**config.mk**
```make
export PLATFORM = sky130hd
export DESIGN_NAME = uart_tx_flat
export DESIGN_NICKNAME = d
export VERILOG_FILES = /design/src/rtl/uart_tx_pkg.sv /design/src/rtl/uart_tx_if.sv /design/src/rtl/uart_tx.sv /design/src/flat_wrapper.sv
export SDC_FILE = /design/constraint.sdc
export NUM_CORES = 1
export LEC_CHECK = 0
export ABC_AREA = 1
export CORE_ASPECT_RATIO = 0.75
export CORE_MARGIN = 8
export CORE_UTILIZATION = 40
export CTS_BUF_LIST = sky130_fd_sc_hd__clkbuf_8
export CTS_CLUSTER_DIAMETER = 50
export DETAILED_ROUTE_END_ITERATION = 10
export PLACE_DENSITY_LB_ADDON = 0.05
export SYNTH_ARGS = -nofsm -noshare
export SYNTH_HDL_FRONTEND = slang
export SYNTH_SLANG_ARGS = --single-unit
```
**constraint.sdc**
```tcl
create_clock -name clk -period 1.5 [get_ports clk]
set_clock_uncertainty 0.05 [all_clocks]
set_input_delay 0.3 -clock clk [delete_from_list [all_inputs] [get_ports clk]]
set_output_delay 0.3 -clock clk [all_outputs]
set_load 0.02 [all_outputs]
```
**src/rtl/uart_tx_pkg.sv**
```systemverilog
// -----------------------------------------------------------------------------
// uart_tx_pkg
// Shared UART definitions: the transmitter FSM state encoding, the idle line
// level and the parity helper. Kept separate so a future receiver can reuse
// the same encoding and level.
// -----------------------------------------------------------------------------
package uart_tx_pkg;

    // 3-bit state encoding for the serialiser FSM
    typedef enum logic [2:0] {
        ST_IDLE   = 3'd0,
        ST_ARM    = 3'd1,
        ST_START  = 3'd2,
        ST_DATA   = 3'd3,
        ST_PARITY = 3'd4,
        ST_STOP   = 3'd5
    } uart_state_e;

    // Line level while no frame is in flight (also the stop-bit level)
    localparam logic UART_IDLE_LEVEL = 1'b1;

    // Widest data field supported by the parity helper
    localparam int unsigned UART_MAX_DATA_BITS = 9;

    // Parity over up to 9 data bits; callers zero-extend narrower words,
    // which does not change the XOR reduction. odd=1 inverts the result.
    function automatic logic calc_parity(input logic [8:0] data, input logic odd);
        return (^data) ^ odd;
    endfunction

endpackage

```
**src/rtl/uart_tx_if.sv**
```systemverilog
// -----------------------------------------------------------------------------
// uart_tx_if
// Byte handshake between the host-side byte source and the UART transmitter.
//   s_data  : word to send, sampled when s_valid & s_ready
//   s_valid : s_data is valid
//   s_ready : transmitter can accept a word this cycle
// master = byte source, slave = transmitter.
// -----------------------------------------------------------------------------
interface uart_tx_if #(
    parameter int DATA_BITS = 8
);
    logic [DATA_BITS-1:0] s_data;
    logic                 s_valid;
    logic                 s_ready;

    modport master (
        output s_data,
        output s_valid,
        input  s_ready
    );

    modport slave (
        input  s_data,
        input  s_valid,
        output s_ready
    );
endinterface

```
**src/rtl/uart_tx.sv**
```systemverilog
// -----------------------------------------------------------------------------
// uart_tx
// UART serialiser. Accepts a word over a valid/ready handshake and shifts it
// onto the TX line LSB first, one bit per baud_tick interval:
//   start(0), DATA_BITS data, optional parity, STOP_BITS stop(1).
// Ports:
//   clk       : system clock (same domain as the baud tick generator)
//   rst       : synchronous, active-high reset
//   baud_tick : 1-clk strobe, one per bit period
//   bus       : slave side of the byte handshake (s_data/s_valid/s_ready)
//   tx        : serial line, idle high, registered
//   busy      : high from accept until the end of the frame, registered
//   done      : 1-clk pulse at the end of each completed frame, registered
// -----------------------------------------------------------------------------
module uart_tx
    import uart_tx_pkg::*;
#(
    parameter int DATA_BITS  = 8,
    parameter bit PARITY_EN  = 1'b0,
    parameter bit PARITY_ODD = 1'b0,
    parameter int STOP_BITS  = 1
) (
    input  logic        clk,
    input  logic        rst,
    input  logic        baud_tick,
    uart_tx_if.slave    bus,
    output logic        tx,
    output logic        busy,
    output logic        done
);

    localparam int                   BIT_CNT_W = $clog2(DATA_BITS);
    localparam logic [BIT_CNT_W-1:0] BIT_LAST  = BIT_CNT_W'(DATA_BITS - 1);
    // Value of stop_cnt_r on the tick that ends the final stop bit
    localparam logic                 STOP_LAST = (STOP_BITS == 2) ? 1'b1 : 1'b0;

    uart_state_e          state_r;
    logic [DATA_BITS-1:0] shift_r;
    logic                 par_r;
    logic [BIT_CNT_W-1:0] bit_cnt_r;
    logic                 stop_cnt_r;
    logic                 tx_r;
    logic                 busy_r;
    logic                 done_r;
    logic                 ready_s;
    logic                 accept_s;

    // Ready is combinational from state so a word is taken the cycle after done
    assign ready_s     = (state_r == ST_IDLE) & ~rst;
    assign accept_s    = bus.s_valid & ready_s;
    assign bus.s_ready = ready_s;

    assign tx   = tx_r;
    assign busy = busy_r;
    assign done = done_r;

    // Frame FSM with shift register, counters and registered line outputs
    always_ff @(posedge clk) begin
        if (rst) begin
            state_r    <= ST_IDLE;
            shift_r    <= '0;
            par_r      <= 1'b0;
            bit_cnt_r  <= '0;
            stop_cnt_r <= 1'b0;
            tx_r       <= UART_IDLE_LEVEL;
            busy_r     <= 1'b0;
            done_r     <= 1'b0;
        end else begin
            done_r <= 1'b0;
            case (state_r)
                ST_IDLE: begin
                    tx_r <= UART_IDLE_LEVEL;
                    // A tick coinciding with accept is not used: ARM waits for
                    // the next one so the start bit is always a full period.
                    if (accept_s) begin
                        shift_r <= bus.s_data;
                        par_r   <= calc_parity(9'(bus.s_data), PARITY_ODD);
                        busy_r  <= 1'b1;
                        state_r <= ST_ARM;
                    end else begin
                        state_r <= ST_IDLE;
                    end
                end
                ST_ARM: begin
                    if (baud_tick) begin
                        tx_r    <= 1'b0;
                        state_r <= ST_START;
                    end else begin
                        tx_r    <= UART_IDLE_LEVEL;
                    end
                end
                ST_START: begin
                    if (baud_tick) begin
                        tx_r      <= shift_r[0];
                        bit_cnt_r <= '0;
                        state_r   <= ST_DATA;
                    end else begin
                        tx_r      <= 1'b0;
                    end
                end
                ST_DATA: begin
                    if (baud_tick) begin
                        // shift_r[0] is the bit on the line; [1] is the next one
                        shift_r <= {1'b0, shift_r[DATA_BITS-1:1]};
                        if (bit_cnt_r == BIT_LAST) begin
                            stop_cnt_r <= 1'b0;
                            if (PARITY_EN) begin
                                tx_r    <= par_r;
                                state_r <= ST_PARITY;
                            end else begin
                                tx_r    <= UART_IDLE_LEVEL;
                                state_r <= ST_STOP;
                            end
                        end else begin
                            bit_cnt_r <= bit_cnt_r + BIT_CNT_W'(1);
                            tx_r      <= shift_r[1];
                        end
                    end else begin
                        tx_r <= tx_r;
                    end
                end
                ST_PARITY: begin
                    if (baud_tick) begin
                        tx_r       <= UART_IDLE_LEVEL;
                        stop_cnt_r <= 1'b0;
                        state_r    <= ST_STOP;
                    end else begin
                        tx_r       <= par_r;
                    end
                end
                ST_STOP: begin
                    tx_r <= UART_IDLE_LEVEL;
                    if (baud_tick) begin
                        if (stop_cnt_r == STOP_LAST) begin
                            stop_cnt_r <= 1'b0;
                            busy_r     <= 1'b0;
                            done_r     <= 1'b1;
                            state_r    <= ST_IDLE;
                        end else begin
                            stop_cnt_r <= 1'b1;
                        end
                    end else begin
                        stop_cnt_r <= stop_cnt_r;
                    end
                end
                default: begin
                    tx_r    <= UART_IDLE_LEVEL;
                    busy_r  <= 1'b0;
                    state_r <= ST_IDLE;
                end
            endcase
        end
    end

endmodule

```
**src/flat_wrapper.sv**
```systemverilog
// flat-port wrapper written by rule: the top's interface ports become plain ports
module uart_tx_flat import uart_tx_pkg::*;
#(
    parameter int DATA_BITS  = 8,
    parameter bit PARITY_EN  = 1'b0,
    parameter bit PARITY_ODD = 1'b0,
    parameter int STOP_BITS  = 1
)
  (clk, rst, baud_tick, tx, busy, done, bus_s_data, bus_s_valid, bus_s_ready);
  uart_tx_if #(.DATA_BITS(DATA_BITS)) bus_i ();
  input  logic clk;
  input  logic rst;
  input  logic baud_tick;
  output logic tx;
  output logic busy;
  output logic done;
  input wire logic [$bits(bus_i.s_data)-1:0] bus_s_data;
  input wire logic [$bits(bus_i.s_valid)-1:0] bus_s_valid;
  output wire logic [$bits(bus_i.s_ready)-1:0] bus_s_ready;
  assign bus_i.s_data = bus_s_data;
  assign bus_i.s_valid = bus_s_valid;
  assign bus_s_ready = bus_i.s_ready;
  uart_tx #(.DATA_BITS(DATA_BITS), .PARITY_EN(PARITY_EN), .PARITY_ODD(PARITY_ODD), .STOP_BITS(STOP_BITS)) u_core (.clk(clk), .rst(rst), .baud_tick(baud_tick), .bus(bus_i), .tx(tx), .busy(busy), .done(done));
endmodule
```
Fig. 1: signal wires on met3
Cells faint in the background.
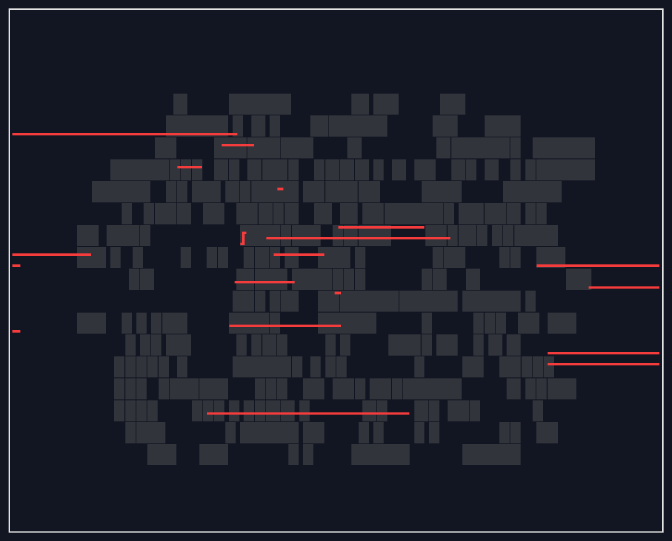
The layer holds 5.7% of the routed length. The wires run mostly horizontal. The longest straight run is 27.6 um.

Fig. 2: routing congestion
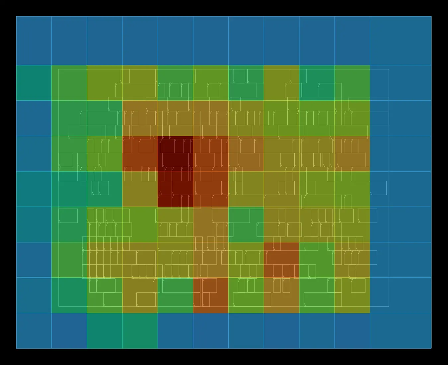
drt wl/cell: 11.8 um
final core occ: 55.0%

Fig. 3: M1 wires
Cells faint in the background.
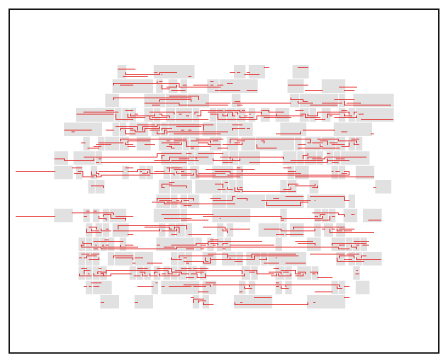
The layer holds 48% of the routed length. The longest straight run is 30.6 um. The layer carries 1550 um of wire. The wires run mostly horizontal.

==> results.json <==
{
  "outcome": "complete, no violations",
  "finalCriticalPeriod_ps": 1410,
  "syn-mean-instance-area_um2": 6.33,
  "top_area_share_pct": 28.5,
  "flop_cell": "dfxtp_1",
  "p_clk_share_pct": 15.2,
  "p_int_uw": 1470,
  "yosys_area_mm2": 0.00127,
  "cpPeakStageDelay_ps": 340,
  "logic_family": "simple AND/OR/NAND/NOR gates",
  "boundaryPins": 16,
  "crit_buf_inv": 1,
  "sh_comb_area_pct": 47.6,
  "pwr-share-comb_pct": 58.2,
  "synth_nets": 214,
  "ys_sh_adder_pct": 1.98,
  "regMostFlops": "u_core.shift_r",
  "p_seq_share_pct": 26.7,
  "largestRegisters": "u_core.shift_r (8), u_core.bit_cnt_r (3), u_core.state_r (3)",
  "hpwlAfterDp_mm": 2.49,
  "flops": 18,
  "min_to": "u_core.busy$_SDFFE_PP0P_",
  "ys_sh_xor_pct": 1.38,
  "grt_usage_pct": 12.8,
  "cp.depth": 9,
  "warnings": 27,
  "p_sw_share_pct": 45.5,
  "r2r_slack_ps": 90,
  "p_seq_uw": 719,
  "place_ws_ps": -475,
  "grt_first_pass_wirelength_mm": 5.38,
  "clock_path_buffers": 2,
  "cpLargestDelayFamily": "simple AND/OR/NAND/NOR gates",
  "initCoreUtil_pct": 42.5,
  "cts_sinks": 18,
  "crit_start": "u_core.bit_cnt_r[0]$_SDFFE_PP0P_",
  "slowest_stage": "dfxtp_2",
  "min_period_over_period_pct": 94.0,
  "largest_reg_flops": 8,
  "worstMarginPinSlew_ps": 267,
  "cts_hold_buf": 0,
  "power_leader": "combinational logic",
  "cp-start-kind": "flip-flop",
  "switchingPower_uw": 1230,
  "syn_to_final_growth_pct": 29.2,
  "peakVddDrop_v": 0.000975,
  "n_all_buffers": 34,
  "die_y_um": 64.7,
  "yosys.area_share.aoi_pct": 10.2,
  "use_met1_pct": 16.6,
  "grt-ovfl-total": 0,
  "fillCellCount": 289,
  "numSynthFlops": 18,
  "setup_viol": 0,
  "routed.top_layer": "met4",
  "die_w_um": 81.0,
  "yosysTopAreaCell": "dfxtp_1",
  "vias": 1303,
  "max_slew_margin_pct": 82.2,
  "grt_max_degree": 16,
  "dominant_cells": "combinational gates",
  "layout_top_cells": "nand2_1 (59), nor2_1 (32), inv_1 (18), buf_4 (17), dfxtp_1 (15)",
  "cts.repair.resized": 11,
  "yosys_warnings": 0,
  "sh_seq_area_pct": 22.2,
  "core_area_mm2": 0.00298,
  "max_freq_mhz": 710,
  "final_common_cell": "nand2_1",
  "setup.worst_path.end": "u_core.state_r[2]$_SDFFE_PP0P_",
  "drtIter0Drc": 79,
  "dr.pass1.iters": 4,
  "layout-drive-gt1-share_pct": 22.3,
  "hold_ws_ps": 422,
  "p_total_uw": 2700,
  "cp_common_cell": "nand2_2",
  "tap_cells": 38,
  "final_area_mm2": 0.00164,
  "antenna_found_initial": 0
}
Fig. 4: where the registers sit
The bar under the picture is 20 um long. Other sequential cells in the stronger gray, the rest of the logic in the fainter gray.
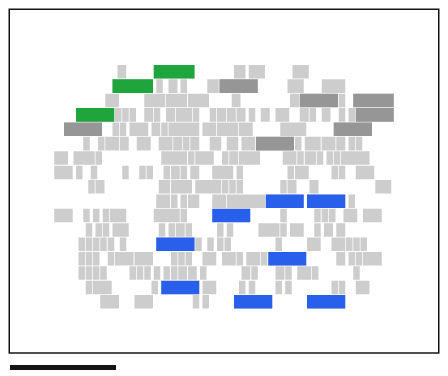
Key: u_core.shift_r = blue [sequential cells 8]; u_core.state_r = green [sequential cells 3]
Another 7 sequential cells are not colored.

Fig. 5: metal 2
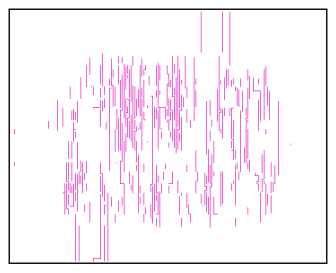
191 nets have wire on it. The layer holds 45% of the routed length.

Power is estimated from default activity; no workload was simulated.
